Fig. 1: sequential cells coloured by netlist name
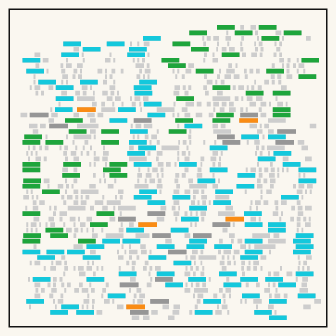
Fig. 2: floorplan with the power grid
Pins as bars on the die edge. Tap cells in grey.
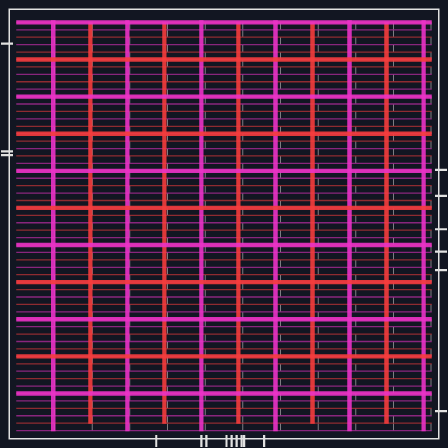
Fig. 3: routing congestion
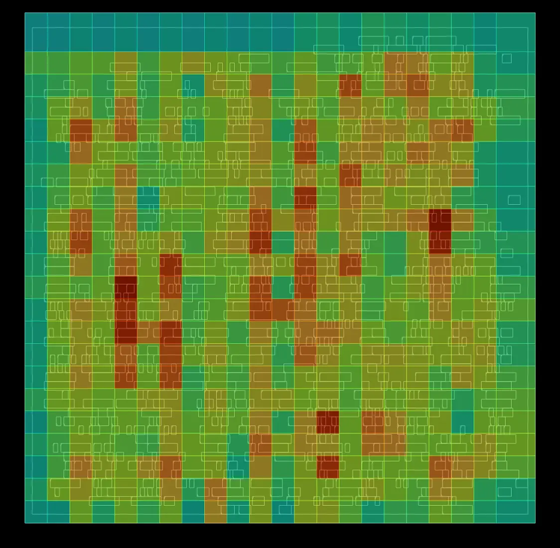
## src/rtl/key_pulse_gen.sv

```systemverilog
`default_nettype none
// ============================================================================
// Module   : key_pulse_gen
// Brief    : Five-lane key synchroniser, debouncer and press-pulse generator
//            with optional per-lane auto-repeat.
// Revision : 1.0 - initial release
// ============================================================================
module key_pulse_gen #(
  parameter int unsigned DEBOUNCE_CYC = 1000000,
  parameter int unsigned REPEAT_DELAY = 25000000,
  parameter int unsigned REPEAT_RATE  = 5000000,
  parameter logic [4:0]  REPEAT_MASK  = 5'b00110
) (
  input  logic       clkin,
  input  logic       rst_n,
  input  logic [4:0] key_raw,
  output logic [4:0] key_lvl,
  output logic [4:0] key_p,
  output logic       any_p
);

  localparam int unsigned c_num_keys = 5;
  localparam int unsigned c_db_w     = (DEBOUNCE_CYC > 1) ? $clog2(DEBOUNCE_CYC) : 1;
  localparam int unsigned c_rd_w     = (REPEAT_DELAY > 1) ? $clog2(REPEAT_DELAY) : 1;
  localparam int unsigned c_rr_w     = (REPEAT_RATE  > 1) ? $clog2(REPEAT_RATE)  : 1;
  // One repeat counter serves both phases, so it must hold the larger compare value.
  localparam int unsigned c_rpt_w    = (c_rd_w > c_rr_w) ? c_rd_w : c_rr_w;

  localparam logic [c_db_w-1:0]  c_db_last    = c_db_w'(DEBOUNCE_CYC - 1);
  localparam logic [c_rpt_w-1:0] c_delay_last = c_rpt_w'(REPEAT_DELAY - 1);
  localparam logic [c_rpt_w-1:0] c_rate_last  = c_rpt_w'(REPEAT_RATE - 1);

  logic [c_num_keys-1:0] w_pulse;
  logic [c_num_keys-1:0] w_stb;
  logic [c_num_keys-1:0] r_key_p;
  logic                  r_any_p;

  generate
    for (genvar gi = 0; gi < c_num_keys; gi++) begin : g_lane
      localparam bit c_rpt_en = REPEAT_MASK[gi];

      logic               r_s1;
      logic               r_s2;
      logic               r_stb;
      logic               r_rpt_ph;
      logic [c_db_w-1:0]  r_db_cnt;
      logic [c_rpt_w-1:0] r_rpt_cnt;
      logic               w_db_hit;
      logic               w_fall;
      logic               w_rpt_hit;

      assign w_db_hit  = (r_s2 != r_stb) && (r_db_cnt == c_db_last);
      assign w_fall    = w_db_hit && r_stb;
      assign w_rpt_hit = c_rpt_en && !r_stb &&
                         (r_rpt_ph ? (r_rpt_cnt == c_rate_last)
                                   : (r_rpt_cnt == c_delay_last));

      always_ff @(posedge clkin or negedge rst_n) begin
        if (!rst_n) begin
          r_s1      <= 1'b1;
          r_s2      <= 1'b1;
          r_stb     <= 1'b1;
          r_db_cnt  <= '0;
          r_rpt_cnt <= '0;
          r_rpt_ph  <= 1'b0;
        end else begin
          r_s1 <= key_raw[gi];
          r_s2 <= r_s1;

          // Any return to the stable level restarts the qualification window.
          if (r_s2 == r_stb) begin
            r_db_cnt <= '0;
          end else if (w_db_hit) begin
            r_db_cnt <= '0;
            r_stb    <= r_s2;
          end else begin
            r_db_cnt <= r_db_cnt + 1'b1;
          end

          if (!c_rpt_en || r_stb) begin
            r_rpt_cnt <= '0;
            r_rpt_ph  <= 1'b0;
          end else if (w_rpt_hit) begin
            r_rpt_cnt <= '0;
            r_rpt_ph  <= 1'b1;
          end else begin
            r_rpt_cnt <= r_rpt_cnt + 1'b1;
          end
        end
      end

      assign w_pulse[gi] = w_fall | w_rpt_hit;
      assign w_stb[gi]   = r_stb;
    end
  endgenerate

  always_ff @(posedge clkin or negedge rst_n) begin
    if (!rst_n) begin
      r_key_p <= '0;
      r_any_p <= 1'b0;
    end else begin
      r_key_p <= w_pulse;
      r_any_p <= |w_pulse;
    end
  end

  assign key_lvl = w_stb;
  assign key_p   = r_key_p;
  assign any_p   = r_any_p;

endmodule
`default_nettype wire

```

## config.mk

```make
export PLATFORM = sky130hd
export DESIGN_NAME = key_pulse_gen
export DESIGN_NICKNAME = d
export VERILOG_FILES = /design/src/rtl/key_pulse_gen.sv
export SDC_FILE = /design/constraint.sdc
export NUM_CORES = 1
export LEC_CHECK = 0
export ABC_AREA = 0
export CAP_MARGIN = 40
export CELL_PAD_IN_SITES_DETAIL_PLACEMENT = 1
export CELL_PAD_IN_SITES_GLOBAL_PLACEMENT = 1
export CORE_MARGIN = 2
export CORE_UTILIZATION = 35
export CTS_CLUSTER_SIZE = 30
export DETAILED_ROUTE_END_ITERATION = 12
export PLACE_DENSITY_LB_ADDON = 0.1
export SYNTH_ARGS = -nofsm -noshare
export SYNTH_HDL_FRONTEND = slang
export SYNTH_SLANG_ARGS = --single-unit
```

## constraint.sdc

```tcl
create_clock -name clkin -period 2.25 [get_ports clkin]
set_input_delay 0.45 -clock clkin [delete_from_list [all_inputs] [get_ports clkin]]
set_output_delay 0.45 -clock clkin [all_outputs]
set_load 0.005 [all_outputs]
```

==> run notes <==
The critical path's largest stage delay is 0.58 ns. In this design, the largest share of critical-path delay is due to simple AND/OR/NAND/NOR gates. The CTS report gives the tree buffer count as 17. The post-route cell area was 0.00948 sq mm. The tools report the yosys cell count as 823. Source of the worst register-to-register timing path: g_lane[3].r_db_cnt[8]. Per the final layout report, the fraction of cells sized above drive strength 1 comes to 10.3%. The tools report the global-route wire length before repair as 32.5 mm. 0 antenna diodes ended up in the layout. After synthesis, the chip area reported by Yosys is 0.00818 sq mm. The root buffer cell was sky130_fd_sc_hd__clkbuf_16. With the worst path arrival time at 2.45 ns, the total I/O pin count is 18. In this run the layout overhead on the synthesized area is reported as 16.0%. The flow ran to the end, and the final reports show no timing, DRC or antenna violations.

Of the total synthesized cell area, the portion taken by AND, OR, NAND and NOR gates is 26.0%. Before placement the cells fill 35.9% of the core. For the final routed database, the setup TNS stands at 0 ns.

The clock tree synthesis step divided the H-tree into 4 levels. The min-delay analysis places its worst path in the category flop to flop. The quantity of gates resized following cts came out at 0. Sorting the synthesized cells by area gives the leading types as sky130_fd_sc_hd__dfrtp_1 48%, sky130_fd_sc_hd__xnor2_1 8.1%, sky130_fd_sc_hd__nor2_1 7.9%.

Looking at the worst setup and hold paths, the clock pins of their registers show a slew of 0.07 ns.
-- Fig. 1 (at the start) --
- green: g_lane.r_rpt_cnt (placed flops 50)
- orange: g_lane.r_stb (placed flops 5)
- cyan: g_lane.r_db_cnt (placed flops 100; where widely spread)

-- Fig. 2 (at the start) --
- magenta: VSS
- red: VDD
- tap cells: 313
- signal pins: 18
- rows: 55
- met5 straps: 11

-- Fig. 3 (at the start) --
met1 track demand over resource in global routing: 21.3%
busiest layer in global routing: met2
routed wire length per instance: 15.6 microns
met3 capacity usage during global routing: 3.07%
all-layer global routing usage: 16.6%

[final cells by class]
| type | count | share of cell area [%] |
|---|---|---|
| flip-flops and latches | 173 | 45.8 |
| multi-input cells | 598 | 37.9 |
| repair buffers | 45 | 4.84 |
| clock buffers | 19 | 4.67 |
| well taps | 313 | 4.13 |
| clock inverters | 13 | 1.50 |
| inverters | 27 | 1.07 |
[flip-flops by register name, summed over array words and instances (netlist names)]
name	cells
any_p	1
g_lane.r_db_cnt	100
g_lane.r_rpt_cnt	50
g_lane.r_rpt_ph	2
g_lane.r_s1	5
g_lane.r_s2	5
g_lane.r_stb	5
key_p	5
[placed cells by master, fill, tap and decap left out, types with 3 or more instances in the layout]
| cell type | instances |
|---|---|
| sky130_fd_sc_hd__and3_1 | 20 |
| sky130_fd_sc_hd__clkbuf_16 | 17 |
| sky130_fd_sc_hd__clkdlybuf4s50_1 | 16 |
| sky130_fd_sc_hd__dfstp_2 | 15 |
| sky130_fd_sc_hd__nor4b_1 | 7 |
| sky130_fd_sc_hd__or2_2 | 3 |
| sky130_fd_sc_hd__or4_1 | 4 |
| sky130_fd_sc_hd__clkinvlp_4 | 5 |
| sky130_fd_sc_hd__nor2_1 | 172 |
| sky130_fd_sc_hd__or3_1 | 10 |
| sky130_fd_sc_hd__clkinv_4 | 3 |
| sky130_fd_sc_hd__and4_1 | 6 |
| sky130_fd_sc_hd__nand3_1 | 58 |
| sky130_fd_sc_hd__and2_1 | 4 |
| sky130_fd_sc_hd__dfrtp_1 | 158 |
| sky130_fd_sc_hd__xor2_1 | 57 |
| sky130_fd_sc_hd__xnor2_1 | 76 |
| sky130_fd_sc_hd__nand4_1 | 23 |
| sky130_fd_sc_hd__nand2b_1 | 6 |
| sky130_fd_sc_hd__mux2_2 | 5 |
| sky130_fd_sc_hd__nand2_1 | 45 |
| sky130_fd_sc_hd__nor4_1 | 20 |
| sky130_fd_sc_hd__buf_4 | 21 |
| sky130_fd_sc_hd__ha_1 | 7 |
| sky130_fd_sc_hd__nor3_1 | 27 |
| sky130_fd_sc_hd__nor4bb_1 | 3 |
| sky130_fd_sc_hd__inv_1 | 27 |
| sky130_fd_sc_hd__a21oi_1 | 11 |
| sky130_fd_sc_hd__o21ai_0 | 7 |
| sky130_fd_sc_hd__buf_12 | 6 |
[what timing repair did]
item | in CTS | in global routing
endpoints found under the hold margin | 38 | 0
endpoints found under the setup margin | 0 | 0
hold buffers | 1 | 0
[routing by layer]
layer,share of wire [%],vias to the layer above,global-route usage (%)
li1,-,2835,-
met1,47,3008,21.3
met2,49,44,28.4
met3,2.0,22,3.07
met4,1.3,0,4.85
met5,0,-,0
[worst max-delay path by stage]
stage                                       from                endpoint  slack (ns)  cells after the start
after CTS                  g_lane[3].r_db_cnt[8]                   any_p        0.07                      5
after detailed placement   g_lane[3].r_db_cnt[8]                   any_p        0.09                      5
after global routing       g_lane[3].r_db_cnt[8]  g_lane[3].r_db_cnt[15]       0.003                      5
after floorplan           g_lane[1].r_rpt_cnt[0]                   any_p        0.21                      7
after global placement     g_lane[3].r_db_cnt[8]  g_lane[3].r_db_cnt[15]        0.17                      5
final                      g_lane[3].r_db_cnt[8]  g_lane[3].r_db_cnt[18]        0.11                      5
